### Pin placement

Pins as bars across the die edge, other pins in gray.
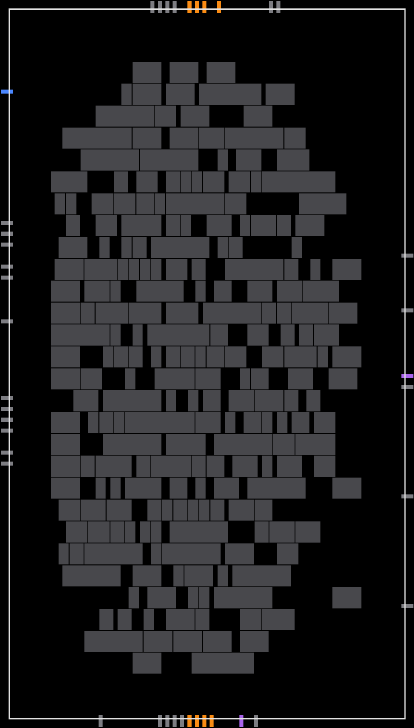
### Wiring by layer

Only two layers are drawn.
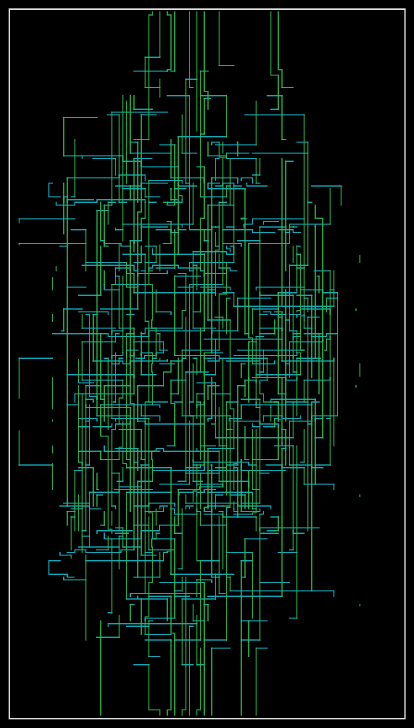
### Logic cells by family

The bar under the picture is 10 um long.
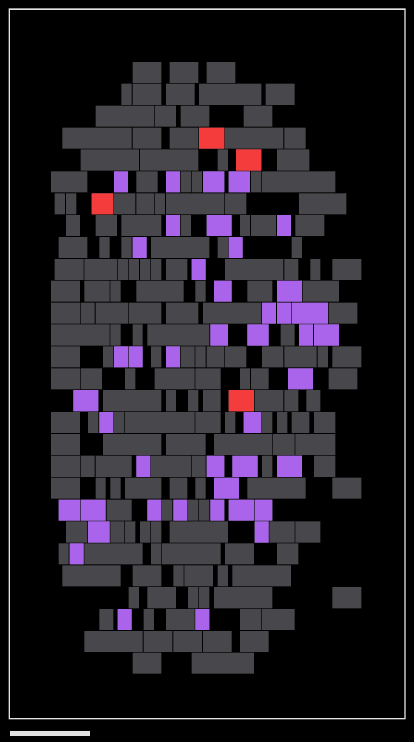
### Clock nets

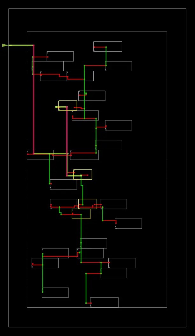
### Sequential cells colored by netlist name

The bar under the picture is 10 um long. Other sequential cells in the stronger gray, the rest of the logic in the fainter gray.
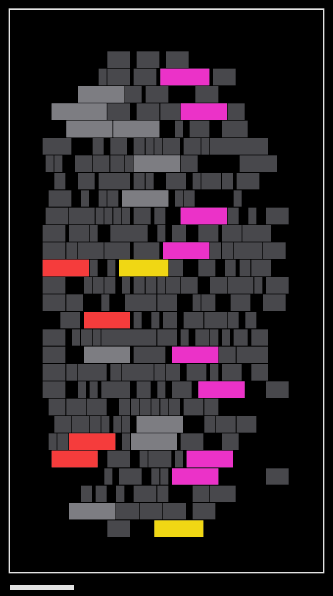
[src/rtl/reg_cmd_sequencer_pkg.sv]
// Shared encodings and the shadow-update rule for the register command sequencer.
// The shadow rule lives here so every user predicts register content the same way.
package reg_cmd_sequencer_pkg;

    localparam int SEQ_N  = 8;
    localparam int SEQ_CW = 4;

    localparam logic [1:0] FS_CLR  = 2'b00;
    localparam logic [1:0] FS_LOAD = 2'b01;
    localparam logic [1:0] FS_DEC  = 2'b10;
    localparam logic [1:0] FS_INC  = 2'b11;

    typedef enum logic {
        ST_IDLE  = 1'b0,
        ST_ISSUE = 1'b1
    } state_t;

    // Register content after one enabled clock with the given FunSel; inc/dec wrap.
    function automatic logic [SEQ_N-1:0] next_shadow(
        input logic [1:0]       op,
        input logic [SEQ_N-1:0] shadow,
        input logic [SEQ_N-1:0] data
    );
        logic [SEQ_N-1:0] result;
        case (op)
            FS_CLR:  result = '0;
            FS_LOAD: result = data;
            FS_DEC:  result = shadow - 1'b1;
            default: result = shadow + 1'b1;
        endcase
        return result;
    endfunction

endpackage

[src/rtl/reg_cmd_sequencer_if.sv]
// Command handshake plus register drive bundle between control unit and sequencer.
// master = control unit side, slave = sequencer side.
interface reg_cmd_sequencer_if #(
    parameter int N  = 8,
    parameter int CW = 4
);
    logic          cmd_valid;
    logic          cmd_ready;
    logic [1:0]    cmd_op;
    logic [N-1:0]  cmd_data;
    logic [CW-1:0] cmd_count;
    logic          hold;
    logic          E;
    logic [1:0]    FunSel;
    logic [N-1:0]  I;
    logic [N-1:0]  Shadow;
    logic          busy;
    logic          done;

    modport master (
        output cmd_valid, cmd_op, cmd_data, cmd_count, hold,
        input  cmd_ready, E, FunSel, I, Shadow, busy, done
    );

    modport slave (
        input  cmd_valid, cmd_op, cmd_data, cmd_count, hold,
        output cmd_ready, E, FunSel, I, Shadow, busy, done
    );
endinterface

[src/rtl/reg_cmd_sequencer.sv]
// Issues one register operation per un-held cycle for each accepted command and
// tracks the value the register will hold.
//   state    | meaning
//   ST_IDLE  | waiting for a command, cmd_ready high, E low
//   ST_ISSUE | FunSel/I stable, E = !hold, counting down remaining operations
module reg_cmd_sequencer
    import reg_cmd_sequencer_pkg::*;
#(
    parameter int N  = SEQ_N,
    parameter int CW = SEQ_CW
) (
    input  logic                 Clock,
    input  logic                 Reset,
    reg_cmd_sequencer_if.slave   bus
);

    state_t        r_state;
    logic [CW-1:0] r_remaining;
    logic [1:0]    r_funsel;
    logic [N-1:0]  r_data;
    logic [N-1:0]  r_shadow;
    logic          r_done;

    logic          w_issue;
    logic [CW-1:0] w_count;

    assign w_issue = (r_state == ST_ISSUE) && !bus.hold && !Reset;
    // A zero repeat count still performs one inc/dec.
    assign w_count = (bus.cmd_count == '0) ? CW'(1) : bus.cmd_count;

    always_ff @(posedge Clock) begin
        if (Reset) begin
            r_state     <= ST_IDLE;
            r_remaining <= '0;
            r_funsel    <= FS_CLR;
            r_data      <= '0;
            r_shadow    <= '0;
            r_done      <= 1'b0;
        end else begin
            r_done <= 1'b0;
            case (r_state)
                ST_IDLE: begin
                    if (bus.cmd_valid) begin
                        r_funsel    <= bus.cmd_op;
                        r_data      <= bus.cmd_data;
                        r_remaining <= bus.cmd_op[1] ? w_count : CW'(1);
                        r_state     <= ST_ISSUE;
                    end
                end
                ST_ISSUE: begin
                    if (w_issue) begin
                        r_shadow    <= next_shadow(r_funsel, r_shadow, r_data);
                        r_remaining <= r_remaining - 1'b1;
                        if (r_remaining == CW'(1)) begin
                            r_state <= ST_IDLE;
                            r_done  <= 1'b1;
                        end
                    end
                end
                default: r_state <= ST_IDLE;
            endcase
        end
    end

    assign bus.cmd_ready = (r_state == ST_IDLE) && !Reset;
    assign bus.E         = w_issue;
    assign bus.FunSel    = r_funsel;
    assign bus.I         = r_data;
    assign bus.Shadow    = r_shadow;
    assign bus.busy      = (r_state == ST_ISSUE);
    assign bus.done      = r_done;

endmodule

[src/flat_wrapper.sv]
// flat-port wrapper written by rule: the top's interface ports become plain ports
module reg_cmd_sequencer_flat import reg_cmd_sequencer_pkg::*;
#(
    parameter int N  = SEQ_N,
    parameter int CW = SEQ_CW
)
  (Clock, Reset, bus_cmd_valid, bus_cmd_op, bus_cmd_data, bus_cmd_count, bus_hold, bus_cmd_ready, bus_E, bus_FunSel, bus_I, bus_Shadow, bus_busy, bus_done);
  reg_cmd_sequencer_if #(.N(N), .CW(CW)) bus_i ();
  input  logic Clock;
  input  logic Reset;
  input wire logic [$bits(bus_i.cmd_valid)-1:0] bus_cmd_valid;
  input wire logic [$bits(bus_i.cmd_op)-1:0] bus_cmd_op;
  input wire logic [$bits(bus_i.cmd_data)-1:0] bus_cmd_data;
  input wire logic [$bits(bus_i.cmd_count)-1:0] bus_cmd_count;
  input wire logic [$bits(bus_i.hold)-1:0] bus_hold;
  output wire logic [$bits(bus_i.cmd_ready)-1:0] bus_cmd_ready;
  output wire logic [$bits(bus_i.E)-1:0] bus_E;
  output wire logic [$bits(bus_i.FunSel)-1:0] bus_FunSel;
  output wire logic [$bits(bus_i.I)-1:0] bus_I;
  output wire logic [$bits(bus_i.Shadow)-1:0] bus_Shadow;
  output wire logic [$bits(bus_i.busy)-1:0] bus_busy;
  output wire logic [$bits(bus_i.done)-1:0] bus_done;
  assign bus_i.cmd_valid = bus_cmd_valid;
  assign bus_i.cmd_op = bus_cmd_op;
  assign bus_i.cmd_data = bus_cmd_data;
  assign bus_i.cmd_count = bus_cmd_count;
  assign bus_i.hold = bus_hold;
  assign bus_cmd_ready = bus_i.cmd_ready;
  assign bus_E = bus_i.E;
  assign bus_FunSel = bus_i.FunSel;
  assign bus_I = bus_i.I;
  assign bus_Shadow = bus_i.Shadow;
  assign bus_busy = bus_i.busy;
  assign bus_done = bus_i.done;
  reg_cmd_sequencer #(.N(N), .CW(CW)) u_core (.Clock(Clock), .Reset(Reset), .bus(bus_i));
endmodule
[config.mk]
export PLATFORM = sky130hd
export DESIGN_NAME = reg_cmd_sequencer_flat
export DESIGN_NICKNAME = d
export VERILOG_FILES = /design/src/rtl/reg_cmd_sequencer_pkg.sv /design/src/rtl/reg_cmd_sequencer_if.sv /design/src/rtl/reg_cmd_sequencer.sv /design/src/flat_wrapper.sv
export SDC_FILE = /design/constraint.sdc
export NUM_CORES = 1
export LEC_CHECK = 0
export CAP_MARGIN = 40
export CORE_AREA = 5 5 44 83
export CTS_BUF_LIST = sky130_fd_sc_hd__clkbuf_4 sky130_fd_sc_hd__clkbuf_8
export DETAILED_ROUTE_END_ITERATION = 8
export DIE_AREA = 0 0 49 88
export GPL_TIMING_DRIVEN = 0
export PLACE_DENSITY = 0.87
export SETUP_SLACK_MARGIN = 0.5
export SYNTH_ARGS = -nofsm -noshare
export SYNTH_HDL_FRONTEND = slang
export SYNTH_SLANG_ARGS = --single-unit
[constraint.sdc]
create_clock -name Clock -period 2.1 [get_ports Clock]
set_input_delay 0.21 -clock Clock [delete_from_list [all_inputs] [get_ports Clock]]
set_output_delay 0.21 -clock Clock [all_outputs]
set_load 0.005 [all_outputs]
==> out/results.tsv <==
metric	value	unit
antenna_found_initial	0	
crit_required	2.26	ns
setup_viol	0	
logic_gate_count	125	
layout_top_cell	clkdlybuf4s50_1	
grt_max_degree	14	
status	finished, final reports clean	
cts_tree	yes	
min_path_type	input pin to flop	
power_frac_seq	0.467	
switching_share	0.273	
crit_cells	9	
stdcell_area	1980	sq um
tightest_slew	0.500	ns
cts_post_setup_buffers_inserted	9	
compound_area_frac	0.221	
first_iter_violations	25	
top_area_cell	dfxtp_1	
crit_chain	buf_6 -> nand2b_4 -> xnor2_2 -> ha_4 -> nor3_2 -> a21oi_1 -> xnor2_1 -> a221oi_1 -> nor2_1	
p_comb_frac	0.242	
period_needed	1.63	ns
reg2reg_slack	0.47	ns
final.period_utilization	0.778	
synthTopCellsByArea	dfxtp_1 36%, nand2_1 8.8%, a21oi_1 6.8%	
cp.arrival	1.80	ns
tool_warnings	30	
busiest_layer	met2	
synth_area	1320	sq um
top_layer	met4	
cts_sinks	24	
core-area	2940	sq um
synth_flops	24	
instances_no_fill	254	
async_flop_share	0	
n_all_buffers	60	
synth.cellmix.simpleShare	0.258	
met3_length	128	um
peakVddDrop	0.479	mV
avgSynthCellArea	7.76	sq um
cts_resized	16	
p_leak	0.000790	uW
min-delay-start	Reset	
setup.worst_path.start	u_core.bus.FunSel[0]	
route.detailed.drc	0	
worst_setup_path_end_kind	flop	
die_h	88	um
## Picture notes: 'Pin placement'
bus_FunSel -> purple  # pins 2, direction output, edge 1 bottom, 1 right
Clock -> blue  # pins 1, direction input, edge left
bus_I -> orange  # pins 8, direction output, edge 4 top, 4 bottom

## Picture notes: 'Wiring by layer'
M2 -> green  # wire length 2330 um
M1 -> cyan  # wire length 1310 um

## Picture notes: 'Logic cells by family'
aoi and oai cells -> purple  # cells 43, most used a21oi_1
non-inverting ao/oa cells -> red  # cells 4, most used a31o_2, where top middle

## Picture notes: 'Clock nets'
total CTS buffers: 3
clk pwr: 315 uW
clk_skew: 0.00242 ns
registers: 24

## Picture notes: 'Sequential cells colored by netlist name'
u_core.bus.FunSel -> yellow  # flops 2
u_core.r_remaining -> red  # flops 4
u_core.bus.Shadow -> magenta  # flops 8
register area: 488 sq um
Seq area share: 0.246
Final Util: 0.674
sequential power: 507 uW

==> logic make-up after synthesis <==
group | count (synthesis)
AND-OR/OR-AND | 47
adder cells (fa/ha/maj) | 4
buffers and inverters | 21
XOR/XNOR | 6
flip-flops | 24
AND/OR/NAND/NOR | 68
==> stage by stage <==
| stage | setup slack (ns) | hold slack, ns |
|---|---|---|
| after global placement | 0.199 | 0.458 |
| after global routing | 0.364 | 0.237 |
| after floorplan | 0.484 | 0.338 |
| after detailed placement | 0.211 | 0.465 |
| final | 0.466 | 0.230 |
| after CTS | 0.442 | 0.230 |
==> flip-flops by register name (all words and copies together) (netlist names) <==
register / flops
u_core.r_remaining: 4
u_core.bus.Shadow: 8
u_core.bus.FunSel: 2
u_core.bus.busy: 1
u_core.bus.I: 8
u_core.bus.done: 1
Power figures rest on the tool's default switching activity, not on a simulated workload.
